<file path="src/rtl/vga_axil_regfile_if.sv">
// Register-access bus between the AXI-Lite slave FSM (master) and the
// VGA register file (slave). Single-cycle read/write strobes; read data
// is registered by the register file.
interface vga_axil_regfile_if;
  typedef logic [31:0] axil_addr_t;
  typedef logic [31:0] axil_data_t;

  logic       write_en_i;
  axil_addr_t addr_write_i;
  axil_data_t wdata_i;
  logic       read_en_i;
  axil_addr_t addr_read_i;
  axil_data_t rdata_o;

  modport master (
    output write_en_i, addr_write_i, wdata_i, read_en_i, addr_read_i,
    input  rdata_o
  );

  modport slave (
    input  write_en_i, addr_write_i, wdata_i, read_en_i, addr_read_i,
    output rdata_o
  );
endinterface

</file>
<file path="src/rtl/vga_axil_regfile.sv">
// VGA controller register file. Software writes shadow registers; a COMMIT
// write arms a copy of all shadows into the active outputs at the next
// frame start, so the display never sees a half-updated configuration.
// Optional frame counter at 0x10 is built only when VGA_REGFILE_FRAME_CNT_EN
// is defined; otherwise that offset reads 0 and no counter flops exist.
module vga_axil_regfile (
  input  logic                clk,
  input  logic                arst_n,
  vga_axil_regfile_if.slave   bus,
  input  logic                frame_start_i,
  output logic                enable_o,
  output logic                test_pattern_o,
  output logic [11:0]         bg_color_o,
  output logic [31:0]         fb_base_o,
  output logic                irq_o
);

  localparam logic [2:0] OFF_CTRL   = 3'd0;
  localparam logic [2:0] OFF_BG     = 3'd1;
  localparam logic [2:0] OFF_FB     = 3'd2;
  localparam logic [2:0] OFF_STATUS = 3'd3;
  localparam logic [2:0] OFF_CNT    = 3'd4;
  localparam logic [2:0] OFF_COMMIT = 3'd5;

  logic [2:0]  wsel;
  logic [2:0]  rsel;
  logic        wr_ctrl, wr_bg, wr_fb, wr_status, wr_commit;

  logic [2:0]  sh_ctrl;
  logic [11:0] sh_bg;
  logic [29:0] sh_fb;

  logic        act_irq_en;
  logic [29:0] act_fb;

  logic        update_pending;
  logic        frame_irq;
  logic        commit_copy;
  logic [31:0] rd_mux;

  // Only addr[4:2] selects a register; the remaining address bits are
  // deliberately ignored (byte lanes and aliasing above 0x1C).
  logic        unused_addr_bits;
  assign unused_addr_bits = ^{bus.addr_write_i[31:5], bus.addr_write_i[1:0],
                              bus.addr_read_i[31:5],  bus.addr_read_i[1:0]};

  assign wsel = bus.addr_write_i[4:2];
  assign rsel = bus.addr_read_i[4:2];

  assign wr_ctrl   = bus.write_en_i && (wsel == OFF_CTRL);
  assign wr_bg     = bus.write_en_i && (wsel == OFF_BG);
  assign wr_fb     = bus.write_en_i && (wsel == OFF_FB);
  assign wr_status = bus.write_en_i && (wsel == OFF_STATUS);
  assign wr_commit = bus.write_en_i && (wsel == OFF_COMMIT);

  // Copy uses the pending flag as it stood before this cycle, so a COMMIT
  // landing on the same frame start waits for the next one.
  assign commit_copy = frame_start_i && update_pending;

  // Shadow registers: software-visible configuration, no effect on outputs.
  always_ff @(posedge clk or negedge arst_n) begin
    if (!arst_n) begin
      sh_ctrl <= '0;
      sh_bg   <= '0;
      sh_fb   <= '0;
    end else begin
      if (wr_ctrl) sh_ctrl <= bus.wdata_i[2:0];
      if (wr_bg)   sh_bg   <= bus.wdata_i[11:0];
      if (wr_fb)   sh_fb   <= bus.wdata_i[31:2];
    end
  end

  // Active configuration: loaded from the pre-write shadow values on a
  // committed frame start.
  always_ff @(posedge clk or negedge arst_n) begin
    if (!arst_n) begin
      enable_o       <= 1'b0;
      test_pattern_o <= 1'b0;
      act_irq_en     <= 1'b0;
      bg_color_o     <= '0;
      act_fb         <= '0;
    end else if (commit_copy) begin
      enable_o       <= sh_ctrl[0];
      test_pattern_o <= sh_ctrl[1];
      act_irq_en     <= sh_ctrl[2];
      bg_color_o     <= sh_bg;
      act_fb         <= sh_fb;
    end
  end

  assign fb_base_o = {act_fb, 2'b00};

  // Commit arming: a COMMIT write always leaves the flag set, even when it
  // coincides with a copying frame start.
  always_ff @(posedge clk or negedge arst_n) begin
    if (!arst_n) begin
      update_pending <= 1'b0;
    end else if (wr_commit) begin
      update_pending <= 1'b1;
    end else if (commit_copy) begin
      update_pending <= 1'b0;
    end
  end

  // Frame interrupt flag: set by every frame start, W1C clear loses to set.
  always_ff @(posedge clk or negedge arst_n) begin
    if (!arst_n) begin
      frame_irq <= 1'b0;
    end else if (frame_start_i) begin
      frame_irq <= 1'b1;
    end else if (wr_status && bus.wdata_i[0]) begin
      frame_irq <= 1'b0;
    end
  end

  assign irq_o = frame_irq & act_irq_en;

`ifdef VGA_REGFILE_FRAME_CNT_EN
  logic [15:0] frame_cnt;

  // Free-running frame counter, wraps naturally at 16 bits.
  always_ff @(posedge clk or negedge arst_n) begin
    if (!arst_n) begin
      frame_cnt <= '0;
    end else if (frame_start_i) begin
      frame_cnt <= frame_cnt + 16'd1;
    end
  end
`endif

  // Read decode from current register state (pre-write on a same-cycle write).
  always_comb begin
    rd_mux = '0;
    case (rsel)
      OFF_CTRL:   rd_mux = {29'd0, sh_ctrl};
      OFF_BG:     rd_mux = {20'd0, sh_bg};
      OFF_FB:     rd_mux = {sh_fb, 2'b00};
      OFF_STATUS: rd_mux = {30'd0, update_pending, frame_irq};
`ifdef VGA_REGFILE_FRAME_CNT_EN
      OFF_CNT:    rd_mux = {16'd0, frame_cnt};
`endif
      default:    rd_mux = '0;
    endcase
  end

  // Registered read data, held until the next read strobe.
  always_ff @(posedge clk or negedge arst_n) begin
    if (!arst_n) begin
      bus.rdata_o <= '0;
    end else if (bus.read_en_i) begin
      bus.rdata_o <= rd_mux;
    end
  end

endmodule

</file>
<file path="src/flat_wrapper.sv">
// flat-port wrapper written by rule: the top's interface ports become plain ports
module vga_axil_regfile_flat 
  (clk, arst_n, frame_start_i, enable_o, test_pattern_o, bg_color_o, fb_base_o, irq_o, bus_write_en_i, bus_addr_write_i, bus_wdata_i, bus_read_en_i, bus_addr_read_i, bus_rdata_o);
  vga_axil_regfile_if bus_i ();
  input  logic clk;
  input  logic arst_n;
  input  logic frame_start_i;
  output logic enable_o;
  output logic test_pattern_o;
  output logic [11:0] bg_color_o;
  output logic [31:0] fb_base_o;
  output logic irq_o;
  input wire logic [$bits(bus_i.write_en_i)-1:0] bus_write_en_i;
  input wire logic [$bits(bus_i.addr_write_i)-1:0] bus_addr_write_i;
  input wire logic [$bits(bus_i.wdata_i)-1:0] bus_wdata_i;
  input wire logic [$bits(bus_i.read_en_i)-1:0] bus_read_en_i;
  input wire logic [$bits(bus_i.addr_read_i)-1:0] bus_addr_read_i;
  output wire logic [$bits(bus_i.rdata_o)-1:0] bus_rdata_o;
  assign bus_i.write_en_i = bus_write_en_i;
  assign bus_i.addr_write_i = bus_addr_write_i;
  assign bus_i.wdata_i = bus_wdata_i;
  assign bus_i.read_en_i = bus_read_en_i;
  assign bus_i.addr_read_i = bus_addr_read_i;
  assign bus_rdata_o = bus_i.rdata_o;
  vga_axil_regfile u_core (.clk(clk), .arst_n(arst_n), .bus(bus_i), .frame_start_i(frame_start_i), .enable_o(enable_o), .test_pattern_o(test_pattern_o), .bg_color_o(bg_color_o), .fb_base_o(fb_base_o), .irq_o(irq_o));
endmodule
</file>
<file path="config.mk">
export PLATFORM = sky130hd
export DESIGN_NAME = vga_axil_regfile_flat
export DESIGN_NICKNAME = d
export VERILOG_FILES = /design/src/rtl/vga_axil_regfile_if.sv /design/src/rtl/vga_axil_regfile.sv /design/src/flat_wrapper.sv
export SDC_FILE = /design/constraint.sdc
export NUM_CORES = 1
export LEC_CHECK = 0
export CORE_ASPECT_RATIO = 0.7
export CORE_UTILIZATION = 30
export DETAILED_ROUTE_END_ITERATION = 10
export PLACE_DENSITY = 0.58
export RECOVER_POWER = 50
export SETUP_SLACK_MARGIN = 0.3
export SLEW_MARGIN = 20
export SYNTH_ARGS = -nofsm -noshare
export SYNTH_HDL_FRONTEND = slang
export SYNTH_SLANG_ARGS = --single-unit
</file>
<file path="constraint.sdc">
create_clock -name clk -period 2.6 [get_ports clk]
set_clock_uncertainty 0.1 [all_clocks]
set_input_delay 0.78 -clock clk [delete_from_list [all_inputs] [get_ports clk]]
set_output_delay 0.78 -clock clk [all_outputs]
set_load 0.1 [all_outputs]
</file>
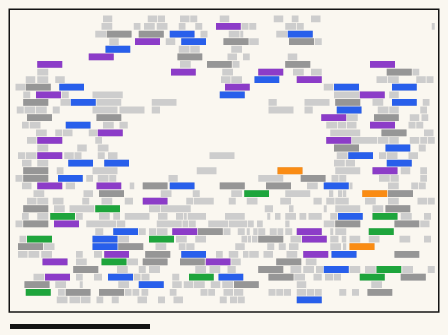
Run 1: where the registers sit
Scale bar: 50 microns. Other sequential cells in the stronger gray, the rest of the logic in the fainter gray.
color	netlist name	placed flops
green	u_core.sh_bg	12
blue	u_core.bus.rdata_o	32
orange	u_core.sh_ctrl	3
purple	u_core.sh_fb	30
not colored	47

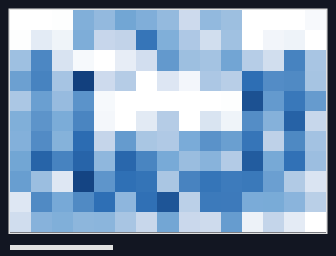
Run 1: cell density map
Scale bar: 50 microns. 15 x 11 tiles, from white (low) to dark blue (high), 0 to 100% covered.
mean over tiles	39%
nearly empty tiles	12%
emptiest ninth of the die	center
fullest tile	93%
tiles over 75% full	6.1%

==> impl_metrics.toml, run 1 <==
# implementation run metrics
[run_status]
outcome = "complete, no violations"

[clocking]
cts-htree-levels = 4
clk_pin_slew_worst_paths_ns = 0.06
cts_max_path_buffers = 2
clock_tree_from_tritoncts = "done"

[yosys]
yosysUniqueCellTypes = 28
post_synth_main_logic_family = "multiplexers"
syn-cell-area_sq_um = 4806
number_of_standard_cells_after_synthesis = 303
synth_area_leader_cell = "sky130_fd_sc_hd__dfrtp_1"
post_synth_main_area_contributors = "sky130_fd_sc_hd__dfrtp_1 65%, sky130_fd_sc_hd__mux2_2 22%, sky130_fd_sc_hd__a22o_2 4.0%, sky130_fd_sc_hd__o2bb2ai_1 1.6%, sky130_fd_sc_hd__a22oi_1 1.4%"
synth_dominant_cell_count = "sky130_fd_sc_hd__dfrtp_1"
synth-cells-yosys = 303
ys_sh_xor_pct = 0
async_reset_ff_share_pct = 100.0

[setup_path]
timing_worst_setup_path_type = "in -> reg"
setup.worst_path.start_class = "input port"
critical_path_arrival_ns = 2.49
slowest_delay_ns = 0.71

[global_route]
global_route.usage.met3_pct = 4.227
grtUsageTotal_pct = 14.44
grt_max_degree = 66

[power_and_ir_drop]
switching_power_w = 0.004121
netSwitchingFraction_pct = 45.43
power.clock.fraction_pct = 28.4
power.sequential.total_w = 0.00272

[layout]
total_number_of_multi_input_combinational_cells = 159
logic_area_sq_um = 1585
top_register = "u_core.bus.rdata_o"
n_sequential_cell = 124

[sta]
fmaxAchievable_mhz = 434.2
final.period_utilization_pct = 88.58
grt_setup_unrepaired = "false"

[route]
drt-met1-wl_microns = 5437
routed_wire_length_per_instance_microns = 17.34
post-route-drc-count = 0

[floorplan]
tap-cell-count = 200
core.rowCount = 38
die_w_microns = 153.3
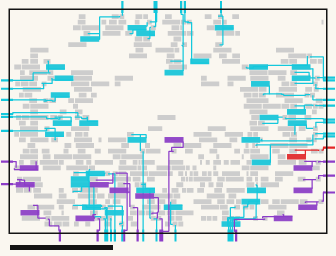
Run 1: nets reached from selected ports
Scale bar: 50 microns.
color	port	direction	edge	end cells	buffers	wire
purple	bg_color_o	output	7 bottom, 3 right, 2 left	12	12	318 microns
red	test_pattern_o	output	right	1	1	17.2 microns
cyan	bus_rdata_o	output	11 bottom, 9 right, 6 left, 6 top	32	32	1060 microns

==> run 2, diff against run 1 <==
CORE_UTILIZATION = 48   (was 30)
PLACE_DENSITY = 0.86   (was 0.58)
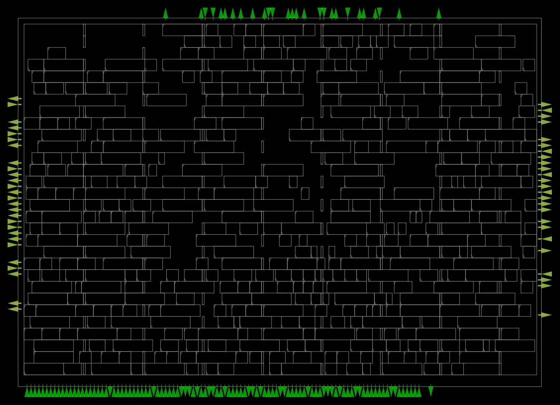
Run 2: placement view
Final Non-Filler Cells: 581
Site Rows: 30
Tap Count: 128

==> impl_metrics.toml, run 2 <==
# implementation run metrics
[run_status]
outcome = "complete, no violations"

[sta]
final.period_utilization_pct = 86.20
grt_setup_unrepaired = "false"
fmaxAchievable_mhz = 446.2

[yosys]
yosysUniqueCellTypes = 28
ys_sh_xor_pct = 0
synth_dominant_cell_count = "sky130_fd_sc_hd__dfrtp_1"
post_synth_main_area_contributors = "sky130_fd_sc_hd__dfrtp_1 65%, sky130_fd_sc_hd__mux2_2 22%, sky130_fd_sc_hd__a22o_2 4.0%, sky130_fd_sc_hd__o2bb2ai_1 1.6%, sky130_fd_sc_hd__a22oi_1 1.4%"
syn-cell-area_sq_um = 4806
async_reset_ff_share_pct = 100.0

[setup_path]
slowest_delay_ns = 0.57
setup.worst_path.start_class = "input port"
critical_path_arrival_ns = 2.42

[floorplan]
die_w_microns = 121.6

[layout]
total_number_of_multi_input_combinational_cells = 159
top_register = "u_core.bus.rdata_o"
logic_area_sq_um = 1583
n_sequential_cell = 124

[route]
post-route-drc-count = 0
routed_wire_length_per_instance_microns = 18.41

[power_and_ir_drop]
power.clock.fraction_pct = 25.5
switching_power_w = 0.004052
netSwitchingFraction_pct = 46.40

[global_route]
grt_max_degree = 42

[clocking]
cts-htree-levels = 4
clk_pin_slew_worst_paths_ns = 0.05
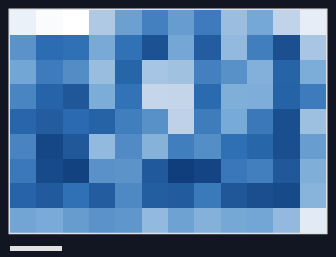
Run 2: cell density map
Scale bar: 20 microns. 12 x 9 tiles, from white (low) to dark blue (high), 0 to 100% covered.
tiles over 75% full	31%
nearly empty tiles	0.90%
emptiest ninth of the die	upper left
mean over tiles	61%
fullest tile	95%

